Fig. 1: the clock network
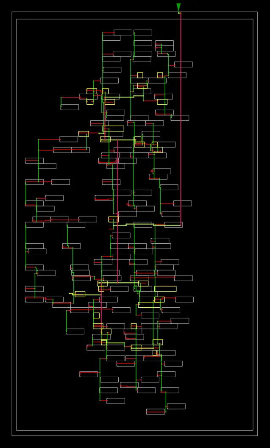
Fig. 2: placed cells, one color a class
Scale: 3 px per µm.
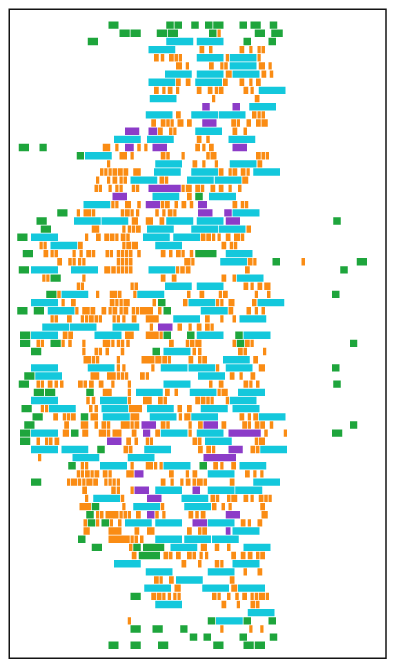
Fig. 3: cell sizes after repair
Scale: 1.5 px per µm.
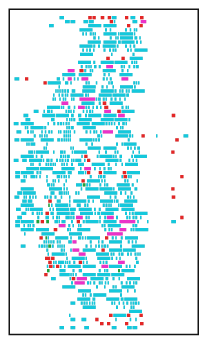
**src/rtl/r88_fetch.sv**
```systemverilog
// Rocket88 fetch: registered byte-read bus master feeding a DEPTH-entry prefetch queue; a zero-wait read shows at instrValid one cycle later.
// Stalls issue when the queue is full or halt is set; loadPc flushes the queue and discards any in-flight byte.
module r88_fetch #(
  parameter int          DEPTH        = 4,
  parameter logic [15:0] RESET_VECTOR = 16'h0000
) (
  input  logic        sysClock,
  input  logic        nReset,
  output logic [15:0] memAddr,
  output logic        memRead,
  input  logic [7:0]  memData,
  input  logic        memReady,
  output logic [7:0]  instrByte,
  output logic [15:0] instrPc,
  output logic        instrValid,
  input  logic        instrTake,
  input  logic        loadPc,
  input  logic [15:0] newPc,
  input  logic        halt
);

  localparam int AW = (DEPTH > 1) ? $clog2(DEPTH) : 1;
  localparam int CW = AW + 1;

  typedef enum logic [1:0] {S_IDLE, S_READ, S_DISCARD} state_t;

  state_t          r_state;
  state_t          w_next;
  logic [15:0]     r_pc;
  logic [15:0]     r_addr;
  logic [7:0]      r_byte [DEPTH];
  logic [15:0]     r_epc  [DEPTH];
  logic [AW-1:0]   r_rd;
  logic [AW-1:0]   r_wr;
  logic [CW-1:0]   r_count;
  logic [CW-1:0]   w_count_next;
  logic            w_done;
  logic            w_push;
  logic            w_pop;
  logic            w_issue_idle;
  logic            w_issue_bb;

  assign w_done       = (r_state == S_READ) && memReady;
  assign w_push       = w_done && !loadPc;
  assign w_pop        = instrTake && (r_count != '0);
  assign w_count_next = r_count + CW'(w_push) - CW'(w_pop);
  assign w_issue_idle = !halt && !loadPc && (r_count < CW'(DEPTH));
  // Back-to-back issue looks at the occupancy after this edge's push/pop.
  assign w_issue_bb   = !halt && !loadPc && (w_count_next < CW'(DEPTH));

  always_ff @(posedge sysClock or negedge nReset) begin
    if (!nReset) r_state <= S_IDLE;
    else         r_state <= w_next;
  end

  always_comb begin
    w_next = r_state;
    case (r_state)
      S_IDLE:    if (w_issue_idle) w_next = S_READ;
      S_READ: begin
        if (memReady)    w_next = w_issue_bb ? S_READ : S_IDLE;
        else if (loadPc) w_next = S_DISCARD;
      end
      S_DISCARD: if (memReady) w_next = S_IDLE;
      default:   w_next = S_IDLE;
    endcase
  end

  always_comb begin
    memRead = (r_state != S_IDLE);
    memAddr = r_addr;
  end

  always_ff @(posedge sysClock or negedge nReset) begin
    if (!nReset) begin
      r_pc   <= RESET_VECTOR;
      r_addr <= RESET_VECTOR;
    end else begin
      if (loadPc)      r_pc <= newPc;
      else if (w_done) r_pc <= r_pc + 16'd1;
      if (r_state == S_IDLE && w_next == S_READ)
        r_addr <= r_pc;
      else if (w_done && w_next == S_READ)
        r_addr <= r_pc + 16'd1;
    end
  end

  // Flush wins over both a simultaneous push and pop.
  always_ff @(posedge sysClock or negedge nReset) begin
    if (!nReset) begin
      r_rd    <= '0;
      r_wr    <= '0;
      r_count <= '0;
      for (int i = 0; i < DEPTH; i++) begin
        r_byte[i] <= 8'h00;
        r_epc[i]  <= 16'h0000;
      end
    end else if (loadPc) begin
      r_rd    <= '0;
      r_wr    <= '0;
      r_count <= '0;
    end else begin
      if (w_push) begin
        r_byte[r_wr] <= memData;
        r_epc[r_wr]  <= r_pc;
        r_wr         <= r_wr + 1'b1;
      end
      if (w_pop) r_rd <= r_rd + 1'b1;
      r_count <= w_count_next;
    end
  end

  assign instrValid = (r_count != '0);
  assign instrByte  = r_byte[r_rd];
  assign instrPc    = r_epc[r_rd];

endmodule

```
**config.mk**
```make
export PLATFORM = sky130hd
export DESIGN_NAME = r88_fetch
export DESIGN_NICKNAME = d
export VERILOG_FILES = /design/src/rtl/r88_fetch.sv
export SDC_FILE = /design/constraint.sdc
export NUM_CORES = 1
export LEC_CHECK = 0
export ABC_AREA = 1
export ABC_CLOCK_PERIOD_IN_PS = 3560
export CAP_MARGIN = 5
export CORE_ASPECT_RATIO = 1.75
export CORE_MARGIN = 2
export CORE_UTILIZATION = 25
export CTS_BUF_LIST = sky130_fd_sc_hd__clkbuf_8
export DETAILED_ROUTE_END_ITERATION = 6
export REMOVE_ABC_BUFFERS = 1
export SLEW_MARGIN = 10
export SYNTH_ARGS = -nofsm -noshare
export SYNTH_HDL_FRONTEND = slang
export SYNTH_SLANG_ARGS = --single-unit
```
**constraint.sdc**
```tcl
create_clock -name sysClock -period 3.56 [get_ports sysClock]
set_clock_uncertainty 0.2 [all_clocks]
set_input_delay 1.068 -clock sysClock [delete_from_list [all_inputs] [get_ports sysClock]]
set_output_delay 1.068 -clock sysClock [all_outputs]
set_load 0.05 [all_outputs]
```
==> results_slide.txt <==
Synthesis and Place & Route Summary

Placed design
  • I/O Buffers: 71

STA
  • Hold Fails Final Rpt: 0
  • Final setup violation count: 0
  • Fmax: 300 MHz
  • Cycle use final: 93.6%
  • Max-slew violations: 0

Route
  • DRC violations left: 0
  • Wire length per cell: 15.1 µm
  • Routed vias: 5491
  • Antenna Nets Post-Route: 0

Run status
  • Status: finished, final reports clean

CTS
  • Clock Tree Root: clkbuf_8
  • CTS sink count: 137
  • Clock slew at reported path FFs: 0.09 ns

Flow run
  • Tool Warnings: 28
  • Max Cap Viol: 0

Pwr
  • Worst IR drop on VDD: 0.359 mV

Final layout
  • Layout cells sized above 1: 10.4%
  • Top cell excl fill/tap: nand2_1
  • Flop area: 3430 µm²

Worst setup path
  • Element type at the critical path end: flop
  • Worst setup SP type: primary input
  • CP max FO: 16

Global routing
  • Antenna violations before repair: 0
  • Global-route wire length before repair: 29600 µm

Synthesis
  • Top-area cell share: 53.5%
  • Gate Count Post-Synth: 782
About Fig. 1:
clk_lat worst skew: 0.45 ns
Seq cells: 137
Clk. pwr: 1.33 mW

About Fig. 2:
Key: clock drivers and dummy loads = purple [cells 31, share of their area 5.5%]; registers = cyan [cells 137, share of their area 46%]; remaining buffers and delay cells = green [cells 97, share of their area 12%]; remaining logic cells = orange [cells 600, share of their area 37%]
core footprint: 25200 µm²
flop share of the area: 43.5%

About Fig. 3:
Key: x3 and x4 = red [cells 56, most used buf_4]; x2 = green [cells 8, most used nand2_2]; x6 and larger = magenta [cells 26, most used clkbuf_8]; x1 and smaller = cyan [cells 775, most used nand2_1]
Final Cell Area: 7890 µm²
setup slack after layout: 0.229 ns
P&R area growth vs syn: 23.0%
Non-CTS buffers: 97

## metal layers
metal,vias up,routed length [µm],global-route usage (%)
met5,-,0,0
met4,0,392,5.41
met3,19,454,2.01
met2,105,9300,25.1
met1,2643,7690,16.0
li1,2724,-,-
## worst max-delay path by stage
stage / to / slack [ns] / cells past startpoint
after floorplan: instrByte[0] / -0.18 / 3
after global placement: memAddr[9]$_DFFE_PN0P_ / -0.21 / 17
after detailed placement: memAddr[1]$_DFFE_PN0P_ / -0.28 / 17
after CTS: memAddr[1]$_DFFE_PN0P_ / 0.22 / 17
after global routing: memAddr[13]$_DFFE_PN0P_ / 0.02 / 17
final: memAddr[14]$_DFFE_PN0P_ / 0.23 / 17
## synth_stat cells (all sizes together)
master / n
a21oi: 4
and3: 1
buf: 20
clkbuf: 25
dfrtp: 137
fa: 1
ha: 7
inv: 44
nand2: 230
nand3: 33
nand4: 5
nor2: 70
nor3: 1
o211ai: 15
o21ai: 156
o21bai: 1
o221ai: 1
o22ai: 24
xor2: 7
## registers in the layout, indices dropped and copies added, names as in the netlist
signal and count:
memAddr 16, r_byte 32, r_count 3, r_epc 64, r_pc 16, r_rd 2
r_state 2, r_wr 2
## metrics by stage
| step | setup slack (ns) | std cells | hold WS (ns) | TNS (ns) |
|---|---|---|---|---|
| 3_5_place_dp | -0.281 | 1150 | 0.258 | -4.30 |
| 2_1_floorplan | -0.177 | 737 | 0.248 | -4.24 |
| 3_3_place_gp | -0.207 | 1150 | 0.262 | -3.27 |
| 6_report | 0.229 | 1182 | 0.284 | 0 |
| 5_1_grt | 0.0179 | 1181 | 0.299 | 0 |
| 4_1_cts | 0.223 | 1181 | 0.287 | 0 |
## layout make-up
type                            instances  area share, %
Antenna cell                            1         0.0317
Timing Repair Buffer                   97           11.2
Clock buffer                           17           2.97
Sequential cell                       137           43.5
Multi-Input combinational cell        556           33.0
Clock inverter                         14           2.22
Tap cell                              316           5.01
Inverter                               44           2.09
## kinds of logic after synthesis
| group | after synthesis | share of synthesized area [%] |
|---|---|---|
| xor+xnor | 7 | 0.956 |
| flops | 137 | 53.5 |
| simple gates | 340 | 21.1 |
| buf+inv | 89 | 5.93 |
| compound gates | 201 | 16.8 |
| fa+ha+maj | 8 | 1.68 |
## critical path, cell delays in order
cell	delay, ns
clkdlybuf4s50_1	0.50
nand2_2	0.09
nor2_4	0.08
inv_1	0.06
ha_1	0.28
inv_1	0.05
ha_1	0.12
inv_1	0.05
fa_1	0.38
nand3_1	0.12
nand3_1	0.08
nand2_1	0.06
nand2_1	0.07
nand2_2	0.08
nand2_2	0.20
nand2_1	0.12
nand2_1	0.06
## where the power goes
| group | internal, mW | switching [mW] |
|---|---|---|
| clock network | 0.692 | 0.634 |
| logic | 0.878 | 1.98 |
| registers | 1.89 | 0.220 |
| total | 3.46 | 2.83 |
No activity file was given, so power comes from the tool's default toggle rates.
